<file path="config.mk">
export PLATFORM = sky130hd
export DESIGN_NAME = st_align_buf
export DESIGN_NICKNAME = d
export VERILOG_FILES = /design/src/rtl/st_pkg.sv /design/src/rtl/st_align.sv /design/src/rtl/st_align_buf.sv
export SDC_FILE = /design/constraint.sdc
export NUM_CORES = 1
export LEC_CHECK = 0
export ABC_CLOCK_PERIOD_IN_PS = 5500
export CELL_PAD_IN_SITES_DETAIL_PLACEMENT = 0
export CELL_PAD_IN_SITES_GLOBAL_PLACEMENT = 2
export CORE_MARGIN = 10
export CORE_UTILIZATION = 32
export CTS_BUF_LIST = sky130_fd_sc_hd__clkbuf_8 sky130_fd_sc_hd__clkbuf_16
export CTS_CLUSTER_DIAMETER = 120
export DETAILED_ROUTE_END_ITERATION = 6
export GPL_ROUTABILITY_DRIVEN = 0
export HOLD_SLACK_MARGIN = 0.05
export PLACE_DENSITY_LB_ADDON = 0.1
export SETUP_SLACK_MARGIN = 0.4
export SLEW_MARGIN = 5
export SYNTH_ARGS = -nofsm -noshare
export SYNTH_HDL_FRONTEND = slang
export SYNTH_SLANG_ARGS = --single-unit
</file>
<file path="constraint.sdc">
create_clock -name clk -period 5.5 [get_ports clk]
set_clock_uncertainty 0.1 [all_clocks]
set_input_delay 1.1 -clock clk [delete_from_list [all_inputs] [get_ports clk]]
set_output_delay 1.1 -clock clk [all_outputs]
set_load 0.03 [all_outputs]
</file>
<file path="src/rtl/st_pkg.sv">
// Shared types and constants for the store alignment buffer.
package st_pkg;

  localparam logic [2:0] SB = 3'b000;
  localparam logic [2:0] SH = 3'b001;
  localparam logic [2:0] SW = 3'b010;

  localparam int unsigned DefaultDepth = 2;

  typedef struct packed {
    logic [29:0] waddr;
    logic [31:0] wdata;
    logic [3:0]  web;
  } st_entry_t;

  // Active-low byte-enable for a single byte lane.
  function automatic logic [3:0] sb_web(input logic [1:0] lane);
    return ~(4'b0001 << lane);
  endfunction

endpackage

</file>
<file path="src/rtl/st_align.sv">
// Combinational store lane alignment: replicates data across lanes, builds the
// active-low byte enable and flags misaligned or unsupported stores.
module st_align
  import st_pkg::*;
(
  input  logic [2:0]  func3_i,
  input  logic [31:0] addr_i,
  input  logic [31:0] data_i,
  output st_entry_t   entry_o,
  output logic        err_o
);

  always_comb begin
    entry_o.waddr = addr_i[31:2];
    entry_o.wdata = '0;
    entry_o.web   = 4'hF;
    err_o         = 1'b0;
    case (func3_i)
      SB: begin
        entry_o.wdata = {4{data_i[7:0]}};
        entry_o.web   = sb_web(addr_i[1:0]);
      end
      SH: begin
        if (addr_i[0]) begin
          err_o = 1'b1;
        end else begin
          entry_o.wdata = {2{data_i[15:0]}};
          entry_o.web   = addr_i[1] ? 4'b0011 : 4'b1100;
        end
      end
      SW: begin
        if (addr_i[1:0] != 2'b00) begin
          err_o = 1'b1;
        end else begin
          entry_o.wdata = data_i;
          entry_o.web   = 4'b0000;
        end
      end
      default: err_o = 1'b1;
    endcase
  end

endmodule

</file>
<file path="src/rtl/st_align_buf.sv">
// Store buffer: aligns CPU stores and queues them FIFO toward data memory.
// Optional load-overlap hazard detection is enabled by defining ST_FWD_EN.
module st_align_buf
  import st_pkg::*;
#(
  parameter int unsigned DEPTH = DefaultDepth
) (
  input  logic        clk,
  input  logic        rst_n,
  input  logic        in_valid,
  output logic        in_ready,
  input  logic [2:0]  func3,
  input  logic [31:0] st_addr,
  input  logic [31:0] st_data,
  output logic        mem_req,
  output logic [31:0] mem_addr,
  output logic [31:0] mem_wdata,
  output logic [3:0]  mem_web,
  input  logic        mem_ack,
  output logic        st_err,
  output logic        empty,
  input  logic [31:0] ld_addr,
  output logic        ld_hazard
);

  localparam int unsigned PtrW = $clog2(DEPTH);
  localparam int unsigned CntW = PtrW + 1;
  localparam logic [CntW-1:0] CntFull = CntW'(DEPTH);

  st_entry_t             mem_q [DEPTH];
  st_entry_t             new_entry;
  st_entry_t             head;
  logic                  new_err;
  logic [PtrW-1:0]       wr_ptr_q, wr_ptr_d;
  logic [PtrW-1:0]       rd_ptr_q, rd_ptr_d;
  logic [CntW-1:0]       count_q, count_d;
  logic                  st_err_q, st_err_d;
  logic                  full;
  logic                  accept;
  logic                  push;
  logic                  pop;

  st_align u_align (
    .func3_i (func3),
    .addr_i  (st_addr),
    .data_i  (st_data),
    .entry_o (new_entry),
    .err_o   (new_err)
  );

  assign full     = (count_q == CntFull);
  assign empty    = (count_q == '0);
  assign in_ready = !full;
  assign accept   = in_valid && in_ready;
  assign push     = accept && !new_err;
  assign pop      = mem_req && mem_ack;

  always_comb begin
    wr_ptr_d = wr_ptr_q;
    rd_ptr_d = rd_ptr_q;
    count_d  = count_q;
    st_err_d = accept && new_err;
    if (push) wr_ptr_d = wr_ptr_q + 1'b1;
    if (pop)  rd_ptr_d = rd_ptr_q + 1'b1;
    case ({push, pop})
      2'b10:   count_d = count_q + 1'b1;
      2'b01:   count_d = count_q - 1'b1;
      default: count_d = count_q;
    endcase
  end

  always_ff @(posedge clk or negedge rst_n) begin
    if (!rst_n) begin
      wr_ptr_q <= '0;
      rd_ptr_q <= '0;
      count_q  <= '0;
      st_err_q <= 1'b0;
    end else begin
      wr_ptr_q <= wr_ptr_d;
      rd_ptr_q <= rd_ptr_d;
      count_q  <= count_d;
      st_err_q <= st_err_d;
    end
  end

  // Payload storage needs no reset; validity comes from the pointers and count.
  always_ff @(posedge clk) begin
    if (push) mem_q[wr_ptr_q] <= new_entry;
  end

  assign head = mem_q[rd_ptr_q];

  always_comb begin
    mem_req   = !empty;
    mem_addr  = '0;
    mem_wdata = '0;
    mem_web   = 4'hF;
    if (!empty) begin
      mem_addr  = {head.waddr, 2'b00};
      mem_wdata = head.wdata;
      mem_web   = head.web;
    end
  end

  assign st_err = st_err_q;

`ifdef ST_FWD_EN
  always_comb begin
    logic [PtrW-1:0] offs;
    ld_hazard = 1'b0;
    offs      = '0;
    for (int i = 0; i < int'(DEPTH); i++) begin
      offs = PtrW'(i) - rd_ptr_q;
      if ((CntW'(offs) < count_q) && (mem_q[i].waddr == ld_addr[31:2])) ld_hazard = 1'b1;
    end
  end
`else
  logic unused_ld_addr;
  assign unused_ld_addr = ^ld_addr;
  assign ld_hazard      = 1'b0;
`endif

endmodule

</file>
run_1/util_map.png
The bar under the picture is 50 um long. The die is cut into 15 by 15 equal tiles; dark blue is low, red is high, 0 to 100% covered.
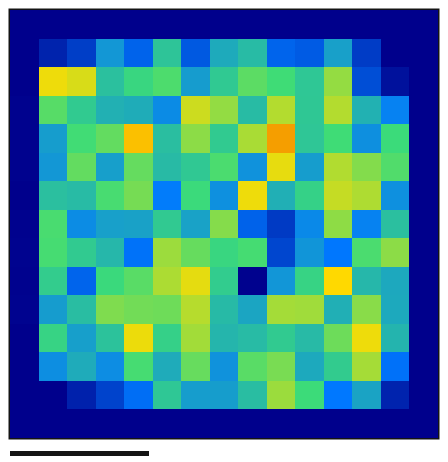
fullest tile = 82%
tiles over 75% full = 1.3%
mean over tiles = 33%
nearly empty tiles = 26%

run_1/m2.png
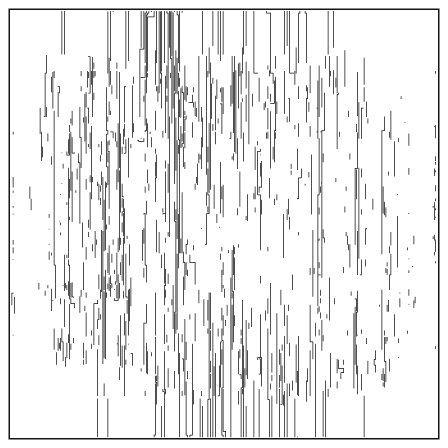
longest straight run = 57.3 um
share of all routed wire = 48%
main direction = vertical
nets with wire on the layer = 488

run_1/congestion_map.png
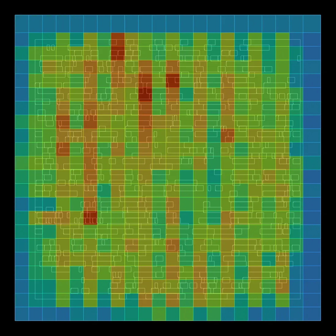
M2 GR Usage: 19.0%
Total GRT Usage: 12.0%

run_1/sizing.png
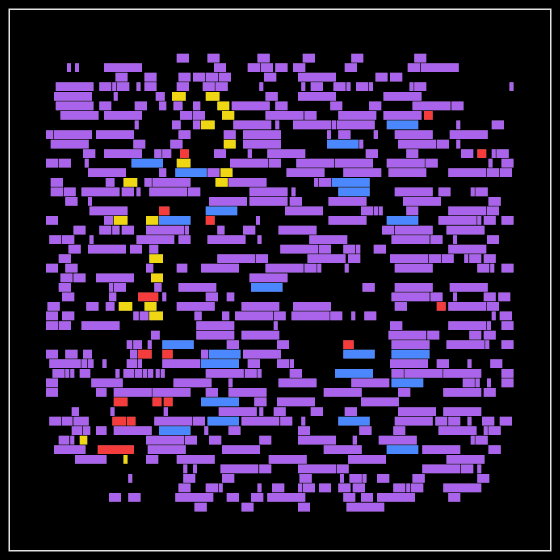
x2 -> yellow  # cells 19, share 3.6%, most used a221o_2
x6 and larger -> blue  # cells 22, share 4.2%, most used clkbuf_16
x3 and x4 -> red  # cells 16, share 3.0%, most used buf_4
x1 and smaller -> purple  # cells 473, share 89%, most used clkdlybuf4s50_1

==> flow_metrics.tcl, run 1 <==
# implementation run metrics
set metrics [dict create \
    grt_pass1_vias 3702 \
    cts_tree "done" \
    final_layout_size_suffix_gt1_share_pct 10.8 \
    wl_per_cell_um 18.9 \
    hold_path_class "reg2reg" \
    status "completed" \
    ctsRootBufferMaster "clkbuf_16" \
    inverters 3 \
    cts_buffer_depth 2 \
    drtIter0Drc 127 \
    sh_comb_area_pct 19.1 \
    htreeDepth 4 \
    p_comb_share_pct 39.4 \
    clock-sinks 137 \
    seq_share_pct 51.2 \
    clkPwrFrac_pct 28.6 \
    top_layer "met4" \
    reg2regPathDepth 4 \
    clock.latency.late_pin_ps 410 \
    worstSetupPathType "reg2out" \
    routed_via_density 4.59 \
    setup_violations 0 \
    holdWs_ps 393 \
    endpoint_kind "primary output" \
    flop-count 137 \
    antenna_cells 0 \
    min_from "count_q[1]" \
    taps 225 \
    hpwlAfterDp_um 9720 \
    ys_cells 373 \
    n_fill_cell 1581 \
    post-place-cells 724 \
    final.clkbuf_count 17 \
    cp_data_required_time_ps 4300 \
    top_cells_by_area "edfxtp_1 (69%), mux2i_1 (12%), nor2_1 (4.5%)" \
    synth-async-reset-ratio_pct 3.65 \
    cp-startpoint "count_q[0]" \
]
==> run 1: kinds of logic after synthesis <==
family,after synthesis,share of synthesized area [%]
DFF,137,71.4
and+or+nand+nor,103,8.19
muxes,66,11.5
AOI/OAI and AO/OA,33,5.11
buffers and inverters,25,2.40
xor gates and xnor gates,7,1.07
adders and majority gates,1,0.218
other,1,0.0655
==> run 1: flip-flops by register name, summed over array words and instances, names as in the netlist <==
| signal | count |
|---|---|
| mem_q | 132 |
| count_q | 2 |
| rd_ptr_q | 1 |
| st_err | 1 |
| wr_ptr_q | 1 |
==> run 1: worst max-delay path, cell delays in order (launching register included) <==
cell             delay, ps
dfrtp_1                420
or2_2                  390
inv_2                  720
buf_4                  370
nor2_1                  80
clkdlybuf4s50_1        600
==> run 1: synthesized netlist by cell type, drive strengths merged, types with 2 or more instances <==
master  number
clkbuf       5
nand2b       2
a22o         8
xor2         3
inv          3
edfxtp     132
nor2        68
nand2        9
a21oi        2
a221o        8
xnor2        4
a21o         8
buf         17
dfrtp        5
nor3         4
mux2i       66
and2        17
==> run 1: power groups by stage <==
stage | combinational, W | clock (W) | sequential, W
global placement | 0.00170 | 0 | 0.00137
floorplan | 0.00107 | 0 | 0.00128
detailed placement | 0.00170 | 0 | 0.00138
global route | 0.00178 | 0.00129 | 0.00137
CTS | 0.00171 | 0.00124 | 0.00136
finish | 0.00167 | 0.00121 | 0.00135
==> run 1: stage by stage <==
step	utilization [%]	worst slack [ps]	power, W	cell area [um^2]
2_1_floorplan	-	378	0.00235	5730
3_3_place_gp	42.2	1590	0.00308	7350
3_5_place_dp	42.2	1560	0.00308	7350
4_1_cts	45.9	1200	0.00430	7990
5_1_grt	45.9	1080	0.00444	7990
6_report	45.9	1270	0.00423	7990
==> run 2, diff against run 1 <==
--- a/config.mk
+++ b/config.mk
@@ -5,11 +5,11 @@
 export SDC_FILE = /design/constraint.sdc
 export NUM_CORES = 1
 export LEC_CHECK = 0
-export ABC_CLOCK_PERIOD_IN_PS = 5500
+export ABC_CLOCK_PERIOD_IN_PS = 3600
 export CELL_PAD_IN_SITES_DETAIL_PLACEMENT = 0
 export CELL_PAD_IN_SITES_GLOBAL_PLACEMENT = 2
 export CORE_MARGIN = 10
-export CORE_UTILIZATION = 32
+export CORE_UTILIZATION = 28
 export CTS_BUF_LIST = sky130_fd_sc_hd__clkbuf_8 sky130_fd_sc_hd__clkbuf_16
 export CTS_CLUSTER_DIAMETER = 120
 export DETAILED_ROUTE_END_ITERATION = 6
==> constraint.sdc (replaced) <==
create_clock -name clk -period 3.6 [get_ports clk]
set_clock_uncertainty 0.1 [all_clocks]
set_input_delay 0.72 -clock clk [delete_from_list [all_inputs] [get_ports clk]]
set_output_delay 0.72 -clock clk [all_outputs]
set_load 0.03 [all_outputs]
==> flow_metrics.tcl, run 2 <==
# implementation run metrics
set metrics [dict create \
    ctsRootBufferMaster "clkbuf_16" \
    die_area_mm2 0.0266 \
    crit_end "mem_wdata[7]" \
    clock-sinks 137 \
    ir_drop_mv 0.371 \
    hold_path_class "reg2reg" \
    final_cell_area_mm2 0.00813 \
    switching_share_pct 37.4 \
    initial_utilization_pct 28.4 \
    wl_per_cell_um 18.3 \
    grt_usage_pct 11.2 \
    rr_endpoint "mem_q[0][37]" \
    seqPwrFrac_pct 31.1 \
    final_nets 636 \
    post-place-cells 775 \
    gr-total-overflow 0 \
    drtIter0Drc 168 \
    routed_via_density 4.37 \
    htreeDepth 4 \
    synth-async-reset-ratio_pct 3.65 \
    pin_count 176 \
    antenna_cells 0 \
    largest_register "mem_q" \
    synth.logic.top_family "multiplexers" \
    synthFlopType "edfxtp_1" \
    most_common_cell "edfxtp_1" \
    reg2regPathDepth 4 \
    simple_gate_share_pct 8.19 \
    final_layout_size_suffix_gt1_share_pct 13.4 \
    reg.largest.list "mem_q: 132 flops, count_q: 2 flops" \
    die_height_um 163 \
    grt_pass1_vias 3787 \
    clock.latency.late_pin_ps 410 \
    cp-startpoint "rd_ptr_q" \
    ys_cells 373 \
    cts_tree "done" \
    dpl_cell_area_mm2 0.00751 \
    ys_top_cells_by_count "edfxtp_1 (132), nor2_1 (68), mux2i_1 (66)" \
    ys_sh_aoi_pct 5.11 \
    switchingPower_w 0.00234 \
    intPower_w 0.00392 \
    synthMuxAreaShare_pct 11.5 \
    status "completed" \
    utilization_pct 40.3 \
    largest_reg_flops 132 \
    synth_flops 137 \
    r2r_setup_slack_ps 1600 \
    worstSetupPathType "reg2out" \
    cap_viol_max_count 0 \
    setup_violations 0 \
    synthAdderAreaFrac_pct 0.218 \
    min_from "count_q[1]" \
    grt_pass1_wl_um 22300 \
    hold_buffers 0 \
    top_cells_by_area "edfxtp_1 (69%), mux2i_1 (12%), nor2_1 (4.5%)" \
    antenna_found_initial 0 \
    synth_cell_types 35 \
    p_comb_share_pct 42.6 \
    power.density_mw_per_mm2 771 \
    holdWs_ps 402 \
    hpwlAfterDp_um 10400 \
    clkPwrFrac_pct 26.2 \
    final_cells 815 \
    grt_max_degree 50 \
    period_needed_ps 3040 \
    drc_errors 0 \
    endpoint_kind "primary output" \
    ys_sh_xor_pct 1.07 \
    cts_buffers 17 \
    fin_tns_setup_ps 0 \
    critical_path.startpoint_type "flip-flop" \
    cp_data_required_time_ps 2780 \
    cts_buffer_depth 2 \
]
-- run 2: through the flow --
stage                     total power [W]  setup slack (ps)
after floorplan                   0.00359             -66.8
after global placement            0.00479               513
after detailed placement          0.00480               496
after CTS                         0.00634               400
after global routing              0.00657               466
final                             0.00627               562
-- run 2: routing by layer --
layer / wire, um / global-route usage, % / part of all wire (%) / vias to the layer above
li1: - / - / - / 1711
met1: 6920 / 14.3 / 46 / 1729
met2: 6790 / 16.7 / 46 / 113
met3: 1070 / 4.88 / 7.2 / 7
met4: 127 / 3.32 / 0.85 / 0
met5: 0 / 0 / 0 / -
-- run 2: cells by family (layout without fill, tap and decap cells) --
family,count (synthesis),in the layout
AOI/OAI and AO/OA,33,33
xor gates and xnor gates,7,7
DFF,137,137
and+or+nand+nor,103,103
muxes,66,66
other,1,3
adders and majority gates,1,1
buffers and inverters,25,195
-- run 2: what timing repair did --
| action | 4_1_cts | 5_1_grt |
|---|---|---|
| setup endpoints to repair | 65 | 13 |
| setup buffers | 0 | 8 |
| gates resized | 39 | 12 |
-- run 2: critical path: stages (launching register included) --
cell and delay, ps:
dfrtp_4 580, buf_4 170, mux2i_1 100, nor2_1 210, clkdlybuf4s50_1 730
-- run 2: cell type report --
class,instances,area [um^2]
fill,1956,12000
sequential,137,4090
timing repair buffer,160,1600
multi-input combinational,213,1520
clock buffer,17,425
tap,270,338
clock inverter,15,140
inverter,3,16.3
-- run 2: power by group through the flow --
stage / sequential, W / clock, W / combinational [W]
after detailed placement: 0.00200 / 0 / 0.00279
after floorplan: 0.00195 / 0 / 0.00164
after global placement: 0.00200 / 0 / 0.00279
after global routing: 0.00197 / 0.00175 / 0.00285
final: 0.00195 / 0.00164 / 0.00267
after CTS: 0.00197 / 0.00170 / 0.00268
run_2/util_map.png
The bar under the picture is 50 um long. The die is cut into 16 by 16 equal tiles; dark blue is low, red is high, 0 to 100% covered.
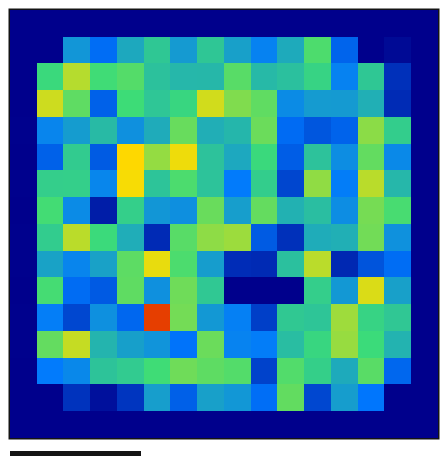
tiles over 75% full = 0.80%
mean over tiles = 29%
fullest tile = 93%
nearly empty tiles = 26%

==> run 3, diff against run 2 <==
--- a/config.mk
+++ b/config.mk
@@ -5,7 +5,7 @@
 export SDC_FILE = /design/constraint.sdc
 export NUM_CORES = 1
 export LEC_CHECK = 0
-export ABC_CLOCK_PERIOD_IN_PS = 3600
+export ABC_CLOCK_PERIOD_IN_PS = 2460
 export CELL_PAD_IN_SITES_DETAIL_PLACEMENT = 0
 export CELL_PAD_IN_SITES_GLOBAL_PLACEMENT = 2
 export CORE_MARGIN = 10
==> constraint.sdc (replaced) <==
create_clock -name clk -period 2.46 [get_ports clk]
set_clock_uncertainty 0.1 [all_clocks]
set_input_delay 0.492 -clock clk [delete_from_list [all_inputs] [get_ports clk]]
set_output_delay 0.492 -clock clk [all_outputs]
set_load 0.03 [all_outputs]
==> flow_metrics.tcl, run 3 <==
# implementation run metrics
set metrics [dict create \
    status "completed" \
    port_buffers 140 \
    nonClkBufAreaFrac_pct 24.5 \
    hold_path_class "in2async" \
    n_fill_cell 1828 \
    reg.largest.list "mem_q: 132 flops, count_q: 2 flops" \
    synth-async-reset-ratio_pct 3.65 \
    cp_slowest_stage_delay_ps 560 \
    final_layout_size_suffix_gt1_share_pct 40.6 \
    synthFlopType "edfxtp_1" \
    enable_flop_cells 132 \
    cp-startpoint "rd_ptr_q" \
    initial_utilization_pct 28.4 \
    ys_sh_aoi_pct 5.11 \
    grt_usage_pct 11.8 \
    period_needed_ps 2360 \
    largest_register "mem_q" \
    inverters 3 \
    ys_sh_xor_pct 1.07 \
    power_w 0.0107 \
    worstSetupPathType "reg2out" \
    grt_pass1_wl_um 23600 \
    ir_drop_mv 0.519 \
    final_nets 672 \
    synth_flops 137 \
    antenna_found_initial 0 \
    setup_violations 0 \
    die_area_mm2 0.0266 \
    die_height_um 163 \
    final_hold_viol_count 0 \
    pin_count 176 \
    largest_class "registers" \
    slowest_stage "dfrtp_4" \
    clock.latency.late_pin_ps 410 \
    cp_data_required_time_ps 1870 \
    clock-sinks 137 \
    ys_top_cells_by_count "edfxtp_1 (132), nor2_1 (68), mux2i_1 (66)" \
    utilization_pct 44.9 \
    sh_comb_area_pct 19.9 \
    largest_reg_flops 132 \
    flop-count 137 \
    drtIter0Drc 142 \
    cap_viol_max_count 0 \
    antenna_cells 0 \
    drc_errors 0 \
    holdWs_ps 205 \
    path_max_fanout 17 \
    ys_cells 373 \
    simple_gate_share_pct 8.19 \
    wl_per_cell_um 19.2 \
    grt_max_degree 38 \
    lay_top_count "edfxtp_1" \
    register_area_mm2 0.00409 \
    seq_share_pct 45.2 \
    power.density_mw_per_mm2 1190 \
    taps 270 \
    tool_warnings 61 \
    synth_cell_types 35 \
    path_cells "buf_12 > mux2i_2 > nor2_2 > clkdlybuf4s15_2" \
    fin_crit_sh_pct 96.1 \
    crit_buf_inv 2 \
    synthMuxAreaShare_pct 11.5 \
    clkCellAreaFrac_pct 6.37 \
    comb_cells 213 \
    endpoint_kind "primary output" \
    cts_buffers 17 \
    htreeDepth 4 \
    nNonClkBuffers 196 \
    most_common_cell "edfxtp_1" \
    ctsRootBufferMaster "clkbuf_16" \
    cts_buffer_depth 2 \
    cp_top_family "flip-flops" \
    cts_tree "done" \
    synth.logic.top_family "multiplexers" \
    synthAdderAreaFrac_pct 0.218 \
    layout.area.comb_mm2 0.00180 \
    grt_pass1_vias 3999 \
    die_w_um 163 \
    top_cell_area_share_pct 69.2 \
    final.clkbuf_count 17 \
    critical_path.startpoint_type "flip-flop" \
    gr-total-overflow 0 \
    hpwlAfterDp_um 10900 \
    routed_via_density 4.39 \
    top_cells_by_area "edfxtp_1 (69%), mux2i_1 (12%), nor2_1 (4.5%)" \
]
## run 3: worst paths after layout
kind                                end  slack, ps  cells after the start
min                          count_q[1]        200                      1
max reg2reg                mem_q[1][39]        620                      6
min reg2reg                    wr_ptr_q        460                      1
min in group clk               wr_ptr_q        460                      1
max                        mem_addr[10]        100                      4
max in group asynchronous      rd_ptr_q       1830                      1
## run 3: where the power goes
group | internal [W] | leakage, nW | switching, W
clock | 0.00149 | 0.275 | 0.000984
sequential | 0.00275 | 1.26 | 0.0000912
combinational | 0.00254 | 1.91 | 0.00289
total | 0.00679 | 3.45 | 0.00396
## run 3: cells by family after synthesis
family,after synthesis
xor gates and xnor gates,7
DFF,137
adders and majority gates,1
muxes,66
AOI/OAI and AO/OA,33
buffers and inverters,25
other,1
and+or+nand+nor,103
## run 3: worst reg2reg max path: stages, from the launching register on
cell and delay, ps:
dfrtp_1 380, buf_4 140, nand2b_1 150, o2111ai_4 220
nor2_4 210, buf_4 170, buf_12 160
## run 3: layer usage
layer	GRT usage, %	up-vias	wire length [um]
met4	3.44	0	125
li1	-	1788	-
met2	18.5	104	7750
met5	0	-	0
met3	4.13	9	987
met1	15.1	1839	7470
## run 3: timing repair
action | 4_1_cts | 5_1_grt
hold buffers | 0 | 0
setup buffers | 18 | 5
cloned | 5 | 3
resized | 238 | 47
setup endpoints to repair | 89 | 195
pin swaps | 6 | 14
## run 3: stage by stage
step	std cells	setup slack [ps]	TNS [ps]	area [um^2]
finish	851	96.8	0	9060
global route	851	46.3	0	9060
CTS	843	67.8	0	8760
detailed placement	788	-113	-4860	7740
global placement	788	-109	-5000	7740
floorplan	375	-138	-16760	5860
run_3/m1.png
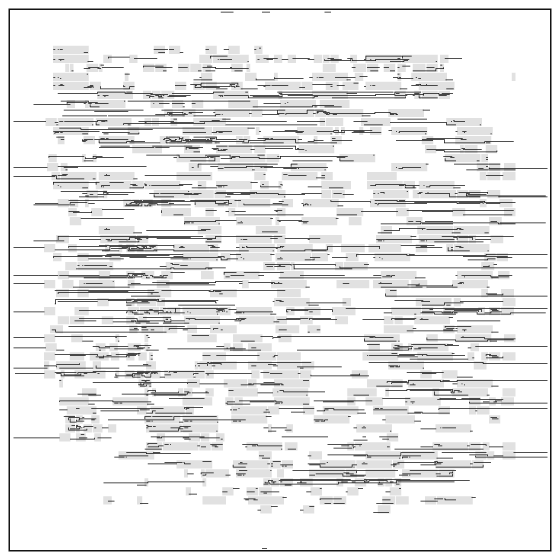
longest straight run = 62.6 um
main direction = horizontal
wire length on this layer = 7,470 um

Power and IR drop assume default switching activity.
